### Congestion heat map, run 1

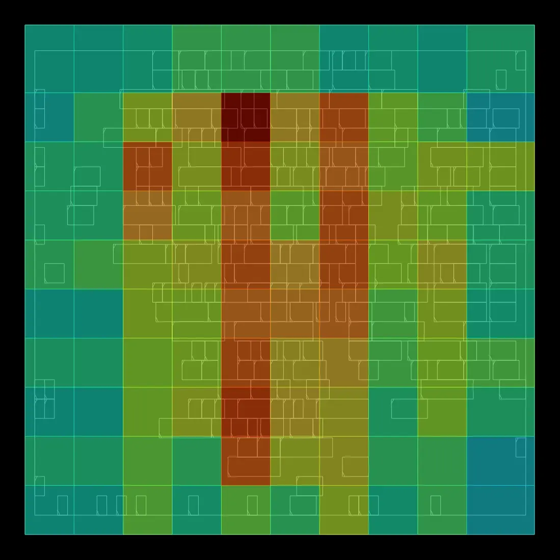
### Sizing map, run 1

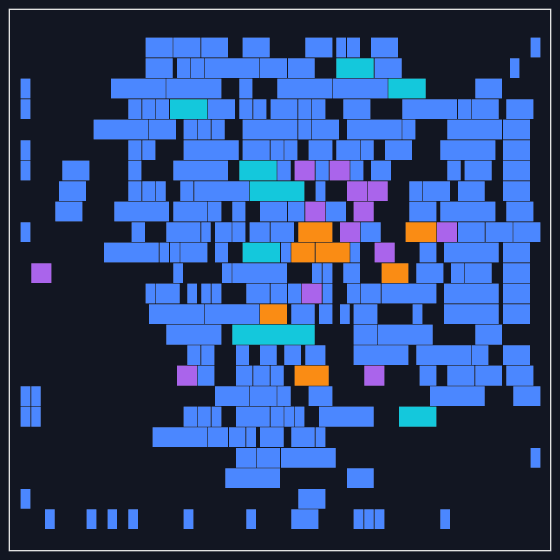
### Signal wires on met3, run 1

Cells faint in the background.
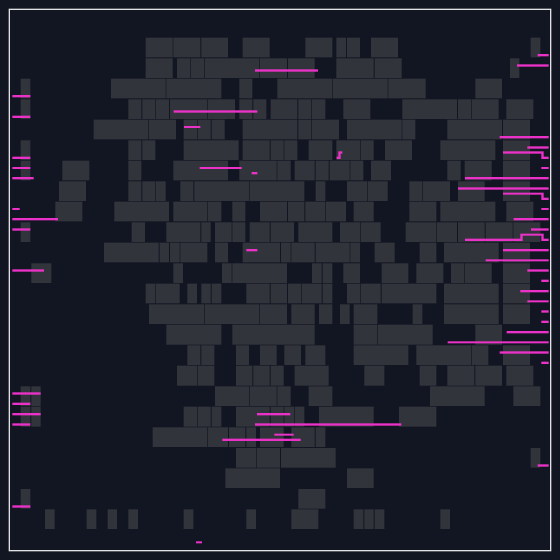
===== src/rtl/uart_apb_regif.sv =====
// APB3 register front-end for the UART TX/RX FIFO pair with registered wait states,
// bounded FIFO wait, PSLVERR and a soft-reset pulse. Optional interrupt: UART_APB_IRQ_EN.
module uart_apb_regif #(
  parameter int DATA_WIDTH   = 8,
  parameter int ADDR_WIDTH   = 32,
  parameter int WAIT_TIMEOUT = 16,
  parameter int RST_CYCLES   = 4
) (
  input  logic                  pclk,
  input  logic                  PRESET,
  input  logic [ADDR_WIDTH-1:0] PADDR,
  input  logic [31:0]           PWDATA,
  input  logic                  PSELx,
  input  logic                  PWRITE,
  input  logic                  PENABLE,
  output logic [31:0]           PRDATA,
  output logic                  PREADY,
  output logic                  PSLVERR,
  input  logic [DATA_WIDTH-1:0] rx_fifo_dataOut,
  input  logic                  rx_fifo_Empty,
  input  logic                  rx_fifo_Full,
  input  logic                  tx_fifo_Full,
  input  logic                  tx_fifo_Empty,
  output logic                  tx_fifo_writeEn,
  output logic                  rx_fifo_readEn,
  output logic [DATA_WIDTH-1:0] tx_fifo_dataIn,
  output logic                  uart_reset
`ifdef UART_APB_IRQ_EN
  ,
  output logic                  irq
`endif
);

  localparam logic [1:0] S_IDLE = 2'd0;
  localparam logic [1:0] S_WAIT = 2'd1;
  localparam logic [1:0] S_DONE = 2'd2;

  localparam logic [1:0] OFF_DATA   = 2'd0;
  localparam logic [1:0] OFF_STATUS = 2'd1;
  localparam logic [1:0] OFF_CTRL   = 2'd2;

  localparam int CNT_W = $clog2(WAIT_TIMEOUT + 1);
  localparam int RST_W = $clog2(RST_CYCLES + 1);

  logic [1:0]            state_reg, state_next;
  logic [CNT_W-1:0]      cnt_reg, cnt_next;
  logic                  err_reg;
  logic [RST_W-1:0]      rst_cnt_reg;
  logic                  uart_reset_reg;
  logic                  soft_rst_start_reg;
  logic                  pready_reg, pslverr_reg, tx_we_reg, rx_re_reg;
  logic [31:0]           prdata_reg;
  logic [DATA_WIDTH-1:0] tx_data_reg;

  logic [1:0]  offset;
  logic        is_data, is_status, is_ctrl;
  logic        xfer_ok, xfer_bad;
  logic        finish, finish_err, finish_ok, timeout;
  logic [31:0] rd_word, ctrl_word;
  logic        unused_bits;

  assign unused_bits = ^{PADDR[ADDR_WIDTH-1:4], PADDR[1:0], PWDATA[31:DATA_WIDTH]};

  assign offset    = PADDR[3:2];
  assign is_data   = (offset == OFF_DATA);
  assign is_status = (offset == OFF_STATUS);
  assign is_ctrl   = (offset == OFF_CTRL);
  assign xfer_ok   = is_data ? (PWRITE ? ~tx_fifo_Full : ~rx_fifo_Empty) : 1'b1;
  // The FIFOs are held off while the UART core is in soft reset.
  assign xfer_bad  = (offset == 2'd3) | (is_data & uart_reset_reg);
  assign finish_ok = finish & ~finish_err;

  always_comb begin
    rd_word = '0;
    case (offset)
      OFF_DATA:   rd_word = {{(32-DATA_WIDTH){1'b0}}, rx_fifo_dataOut};
      OFF_STATUS: rd_word = {27'd0, err_reg, tx_fifo_Full, tx_fifo_Empty, rx_fifo_Full, rx_fifo_Empty};
      OFF_CTRL:   rd_word = ctrl_word;
      default:    rd_word = '0;
    endcase
  end

  always_comb begin
    state_next = state_reg;
    cnt_next   = cnt_reg;
    finish     = 1'b0;
    finish_err = 1'b0;
    timeout    = 1'b0;
    case (state_reg)
      S_IDLE: begin
        if (PSELx && PENABLE) begin
          if (xfer_bad) begin
            finish     = 1'b1;
            finish_err = 1'b1;
          end else if (xfer_ok) begin
            finish = 1'b1;
          end else begin
            state_next = S_WAIT;
            cnt_next   = CNT_W'(1);
          end
        end
      end
      S_WAIT: begin
        if (!PSELx) begin
          state_next = S_IDLE;
        end else if (xfer_ok) begin
          finish = 1'b1;
        end else if (cnt_reg == CNT_W'(WAIT_TIMEOUT)) begin
          finish     = 1'b1;
          finish_err = 1'b1;
          timeout    = 1'b1;
        end else begin
          cnt_next = cnt_reg + CNT_W'(1);
        end
      end
      S_DONE:  state_next = S_IDLE;
      default: state_next = S_IDLE;
    endcase
    if (finish) state_next = S_DONE;
  end

  always_ff @(posedge pclk) begin
    if (PRESET) begin
      state_reg          <= S_IDLE;
      cnt_reg            <= '0;
      err_reg            <= 1'b0;
      pready_reg         <= 1'b0;
      pslverr_reg        <= 1'b0;
      tx_we_reg          <= 1'b0;
      rx_re_reg          <= 1'b0;
      prdata_reg         <= '0;
      tx_data_reg        <= '0;
      soft_rst_start_reg <= 1'b0;
    end else begin
      state_reg          <= state_next;
      cnt_reg            <= cnt_next;
      pready_reg         <= finish;
      pslverr_reg        <= finish_err;
      tx_we_reg          <= finish_ok & is_data & PWRITE;
      rx_re_reg          <= finish_ok & is_data & ~PWRITE;
      prdata_reg         <= (finish_ok & ~PWRITE) ? rd_word : '0;
      soft_rst_start_reg <= finish_ok & PWRITE & is_ctrl & PWDATA[0];
      if (finish_ok && is_data && PWRITE) tx_data_reg <= PWDATA[DATA_WIDTH-1:0];
      if (timeout) err_reg <= 1'b1;
      else if (finish_ok && PWRITE && is_status && PWDATA[4]) err_reg <= 1'b0;
    end
  end

  // Pulse starts the cycle after the CTRL write completes; a new write reloads it.
  always_ff @(posedge pclk) begin
    if (PRESET) begin
      uart_reset_reg <= 1'b0;
      rst_cnt_reg    <= '0;
    end else if (soft_rst_start_reg) begin
      uart_reset_reg <= 1'b1;
      rst_cnt_reg    <= RST_W'(RST_CYCLES - 1);
    end else if (rst_cnt_reg != '0) begin
      rst_cnt_reg <= rst_cnt_reg - RST_W'(1);
    end else begin
      uart_reset_reg <= 1'b0;
    end
  end

`ifdef UART_APB_IRQ_EN
  logic [2:0] irq_en_reg;
  logic       irq_reg;

  always_ff @(posedge pclk) begin
    if (PRESET) begin
      irq_en_reg <= '0;
      irq_reg    <= 1'b0;
    end else begin
      if (finish_ok && PWRITE && is_ctrl) irq_en_reg <= PWDATA[3:1];
      irq_reg <= |(irq_en_reg & {err_reg, tx_fifo_Empty, ~rx_fifo_Empty});
    end
  end

  assign ctrl_word = {28'd0, irq_en_reg, 1'b0};
  assign irq       = irq_reg;
`else
  assign ctrl_word = '0;
`endif

  assign PREADY          = pready_reg;
  assign PSLVERR         = pslverr_reg;
  assign PRDATA          = prdata_reg;
  assign tx_fifo_writeEn = tx_we_reg;
  assign rx_fifo_readEn  = rx_re_reg;
  assign tx_fifo_dataIn  = tx_data_reg;
  assign uart_reset      = uart_reset_reg;

endmodule


===== config.mk =====
export PLATFORM = sky130hd
export DESIGN_NAME = uart_apb_regif
export DESIGN_NICKNAME = d
export VERILOG_FILES = /design/src/rtl/uart_apb_regif.sv
export SDC_FILE = /design/constraint.sdc
export NUM_CORES = 1
export LEC_CHECK = 0
export CORE_UTILIZATION = 34
export DETAILED_ROUTE_END_ITERATION = 8
export PLACE_DENSITY = 0.82
export SYNTH_ARGS = -nofsm -noshare
export SYNTH_HDL_FRONTEND = slang
export SYNTH_SLANG_ARGS = --single-unit

===== constraint.sdc =====
create_clock -name pclk -period 2.3 [get_ports pclk]
set_input_delay 0.69 -clock pclk [delete_from_list [all_inputs] [get_ports pclk]]
set_output_delay 0.69 -clock pclk [all_outputs]
set_load 0.05 [all_outputs]

==> results.ini, run 1 <==
[cts]
cts_tree = yes
cts-resized-gates = 0
numCtsBuffers = 5
cts.path.max_buffers = 2
cts-htree-levels = 2
post_cts_buffers = 0
cts_sinks = 33
ctsHoldBuffers = 0
root_buffer = clkbuf_8

[floorplan]
io_pins = 126
chipArea_um2 = 5130
core_um2 = 4500
initial_utilization_pct = 36.6
die_h_um = 71.6
dieWidth_um = 71.6

[pwr]
p_clk_share_pct = 36.8
leakage_uw = 0.000877
power_density_nw_per_um2 = 675
pg_seq_uw = 610
seqPwrFrac_pct = 39.7
p_sw_share_pct = 29.1
intPower_uw = 1090
p_comb_uw = 361
top_power_group = registers
switchingPower_uw = 447
pg_clk_uw = 566
power_uw = 1540

[yosys]
synthArstFlopShare_pct = 0
synthDistinctLibCells = 43
yosys-stat-area_um2 = 1650
synth-edff-count = 0
synth.top_cell.area_share_pct = 40.1
common_cells = dfxtp_1, buf_4, nand3_1
ys_seq_share_pct = 40.1
syn_area_um2 = 1650
synth_stat.cells = 186
ff_type = dfxtp_1
synth_top_cell_by_count = dfxtp_1

[finish]
nNetsFinal = 330
final_util_pct = 50.6
drive_gt1_share_pct = 11.4

[flow_run]
maxCapViolCount = 0
tool_warnings = 82

[worst_hold_path]
hp-start = tx_fifo_dataIn[7]
hold_depth = 2
min_to = tx_fifo_dataIn[7]
worstHoldPathType = reg2reg

[grt]
grt_remaining_overflow = 0
first_global_vias = 1291
grt_pass1_wl_um = 5750
grt_usage_pct = 14.6
antenna_found_initial = 0

[final_timing]
fin_skew_ns = 0.00725
period_used_pct = 92.2
finalHoldViolCount = 0
worst_slack_ns = 0.180
hold-worst-slack_ns = 0.478
finalSetupTns_ns = 0
min_period_ns = 2.12
relSlewSlack_pct = 49.2
setup_viol = 0
rsz0062_at_grt = no

[setup_path]
path_buffers = 1
criticalPathCategory = reg2out
rr_startpoint = cnt_reg[0]
slowest_stage = clkdlybuf4s50_1
path_delay_family = buffers and inverters
slowest_delay_ns = 0.81
r2r-end = cnt_reg[3]
r2r_slack_ns = 0.40
path_cells = clkdlybuf4s50_1
crit_path_end = tx_fifo_dataIn[3]
cp-startpoint = tx_fifo_dataIn[3]
end_kind = output port
startpoint_type = register
cp.depth = 1

[placed_design]
routabilityCongestion = 0.862
pre_cts_ws_ns = -0.0869
portBuffers = 47

[status]
outcome = complete, no violations

[routing]
initialDrtViolationCount = 36
vias = 1466
drc = 0
firstDrtPassIters = 4
drt-total-wl_um = 3650
wl_per_cell_um = 12.2

-- 'Congestion heat map' (at the start) --
Top Usage Layer GRT: met2
GR Util met3: 3.52%

-- 'Sizing map' (at the start) --
orange -> _2 cells  # cells 7, share 2.8%
purple -> _3 and _4 cells  # cells 13, share 5.3%, most used buf_4
cyan -> _6 and larger  # cells 8, share 3.3%, most used clkbuf_8
blue -> _0 and _1 cells  # cells 218, share 89%, most used clkdlybuf4s50_1

-- 'Signal wires on met3' (at the start) --
main direction = horizontal
wire length on this layer = 221 um
share of all routed wire = 6.1%
longest straight run = 19.1 um
nets with wire on the layer = 47

[run 1: area by class of cell]
class                   instances  area [um^2]
fillers                       427         2230
clock buffers                   7         86.3
repair buffers                 60          578
inverters                       7         26.3
multi-input cells             138          831
well taps                      52         65.1
flip-flops and latches         33          661
clock inverters                 1         30.0
[run 1: cells by family (layout without fill, tap and decap cells)]
kind of cell	after synthesis	in the layout	synth area share [%]
and+or+nand+nor	65	65	22.9
adders and majority gates	4	4	3.04
other	1	24	0.228
xor gates and xnor gates	1	1	0.532
AOI/OAI and AO/OA	37	37	14.2
buffers and inverters	38	75	14.7
muxes	7	7	4.33
DFF	33	33	40.1
[run 1: layer usage]
metal	wire length, um	GRT usage, %
met5	0	0
met4	96	9.15
met3	220	3.52
met2	1770	25.4
met1	1560	16.0
### Selected gate families, run 1

Bar = 20 um.
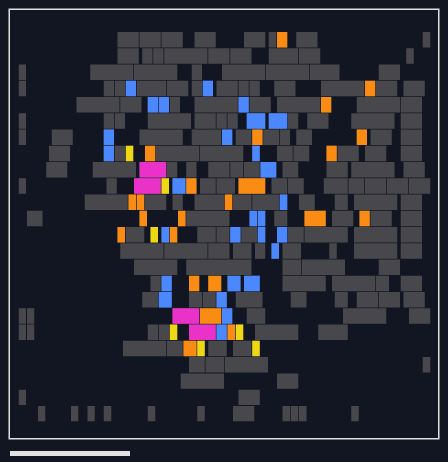

==> run 2: changes to the inputs <==
--- a/config.mk
+++ b/config.mk
@@ -7,7 +7,7 @@
 export LEC_CHECK = 0
 export CORE_UTILIZATION = 34
 export DETAILED_ROUTE_END_ITERATION = 8
-export PLACE_DENSITY = 0.82
+export PLACE_DENSITY = 0.81
 export SYNTH_ARGS = -nofsm -noshare
 export SYNTH_HDL_FRONTEND = slang
 export SYNTH_SLANG_ARGS = --single-unit
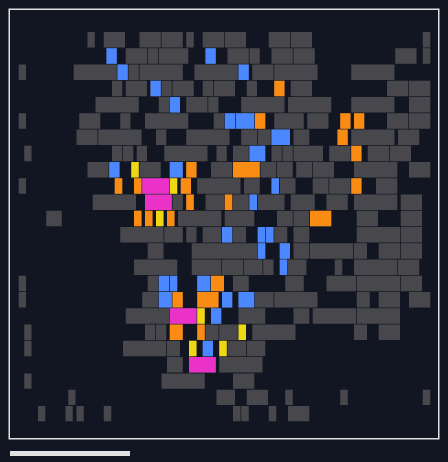
*Selected gate families, run 2*
Bar = 20 um.
magenta -> adder and majority cells  # cells 4, most used ha_1
blue -> NAND gates  # cells 28, most used nand3_1
orange -> NOR gates  # cells 23, most used nor3_1
yellow -> inverters  # cells 7, most used inv_1

==> results.ini, run 2 <==
[status]
outcome = complete, no violations

[floorplan]
die_h_um = 71.6
core_um2 = 4500
n_tap_cell = 52
dieWidth_um = 71.6
io_pins = 126
initial_utilization_pct = 36.6

[routing]
drc = 0
drt-total-wl_um = 3750

[setup_path]
path_delay_family = buffers and inverters
crit_path_end = tx_fifo_dataIn[0]
path_cells = clkdlybuf4s50_1
slowest_delay_ns = 0.80
criticalPathCategory = reg2out
slowest_stage = clkdlybuf4s50_1
startpoint_type = register
r2r-end = cnt_reg[0]
cp.depth = 1
cp-startpoint = tx_fifo_dataIn[0]
path_buffers = 1
rr_startpoint = cnt_reg[0]

[yosys]
yosys-stat-area_um2 = 1650
yosys-mux-area-fraction_pct = 4.33
synthArstFlopShare_pct = 0
top_logic_kind = simple AND/OR/NAND/NOR gates
compound_area_share_pct = 14.2
ys_seq_share_pct = 40.1
synth-edff-count = 0
synth_top_cell_by_count = dfxtp_1
yosys.area_share.xor_xnor_pct = 0.532
synth_stat.cells = 186
syn_area_um2 = 1650
synthDistinctLibCells = 43

[grt]
gr-usage-met3_pct = 3.94
antenna_found_initial = 0
gr-usage-met1_pct = 16.6
gr-usage-met2_pct = 26.7
grt_usage_pct = 15.3
grt-busiest-layer = met2
grt_remaining_overflow = 0

[pwr]
p_clk_share_pct = 36.7
seqPwrFrac_pct = 39.8
leakage_uw = 0.000874
p_sw_share_pct = 29.3
power_density_nw_per_um2 = 679
intPower_uw = 1090

[placed_design]
portBuffers = 47
routabilityCongestion = 0.853

[flow_run]
tool_warnings = 82
maxCapViolCount = 0

[cts]
cts_sinks = 33
cts.path.max_buffers = 2
post_cts_buffers = 0
cts-resized-gates = 0
cts-htree-levels = 2
root_buffer = clkbuf_8

[worst_hold_path]
hold_depth = 2
worstHoldPathType = reg2reg

[final_timing]
fin_skew_ns = 0.0100
setup_viol = 0
finalHoldViolCount = 0

[finish]
logic_gates = 138
clockNetworkAreaShare_pct = 5.14
buffers = 60
dominant_cells = multi-input combinational cells
flops = 33
seq_share_pct = 29.2
nFillCells = 426
comb_share_pct = 36.7
clockBufferCount = 7

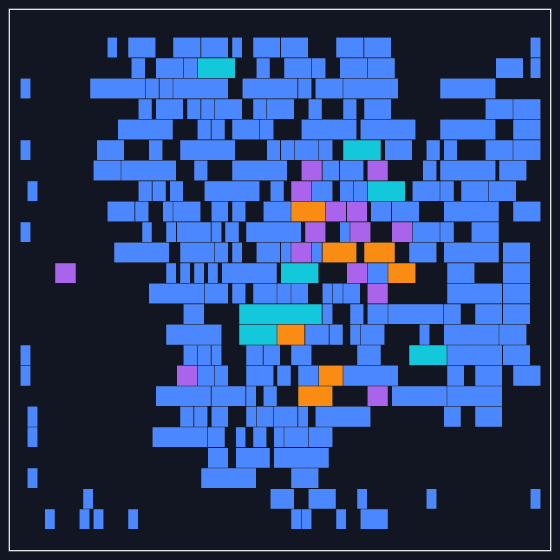
*Sizing map, run 2*
orange -> _2 cells  # cells 7, share 2.8%
cyan -> _6 and larger  # cells 7, share 2.8%, most used clkbuf_8
purple -> _3 and _4 cells  # cells 14, share 5.7%, most used buf_4
blue -> _0 and _1 cells  # cells 218, share 89%, most used clkdlybuf4s50_1

==> run 2: per-stage QoR <==
stage	utilization [%]	area, um^2	hold slack, ns	setup WS (ns)
final	50.3	2260	0.479	0.168
after global routing	50.3	2260	0.515	0.116
after CTS	50.3	2260	0.482	0.162
after detailed placement	47.7	2150	0.472	-0.0848
after global placement	47.7	2150	0.460	-0.0225
after floorplan	-	1730	0.447	0.475
==> run 2: metal layers <==
| metal | routed length [um] | up-vias |
|---|---|---|
| met3 | 228 | 10 |
| met5 | 0 | - |
| li1 | - | 735 |
| met4 | 95 | 0 |
| met2 | 1850 | 65 |
| met1 | 1570 | 689 |
==> run 2: power groups by stage <==
stage	clock network (uW)	registers, uW	logic, uW
finish	565	612	361
global route	601	615	406
CTS	572	611	360
detailed placement	0	624	357
global placement	0	622	349
floorplan	0	631	283
Power is estimated from default activity; no workload was simulated.
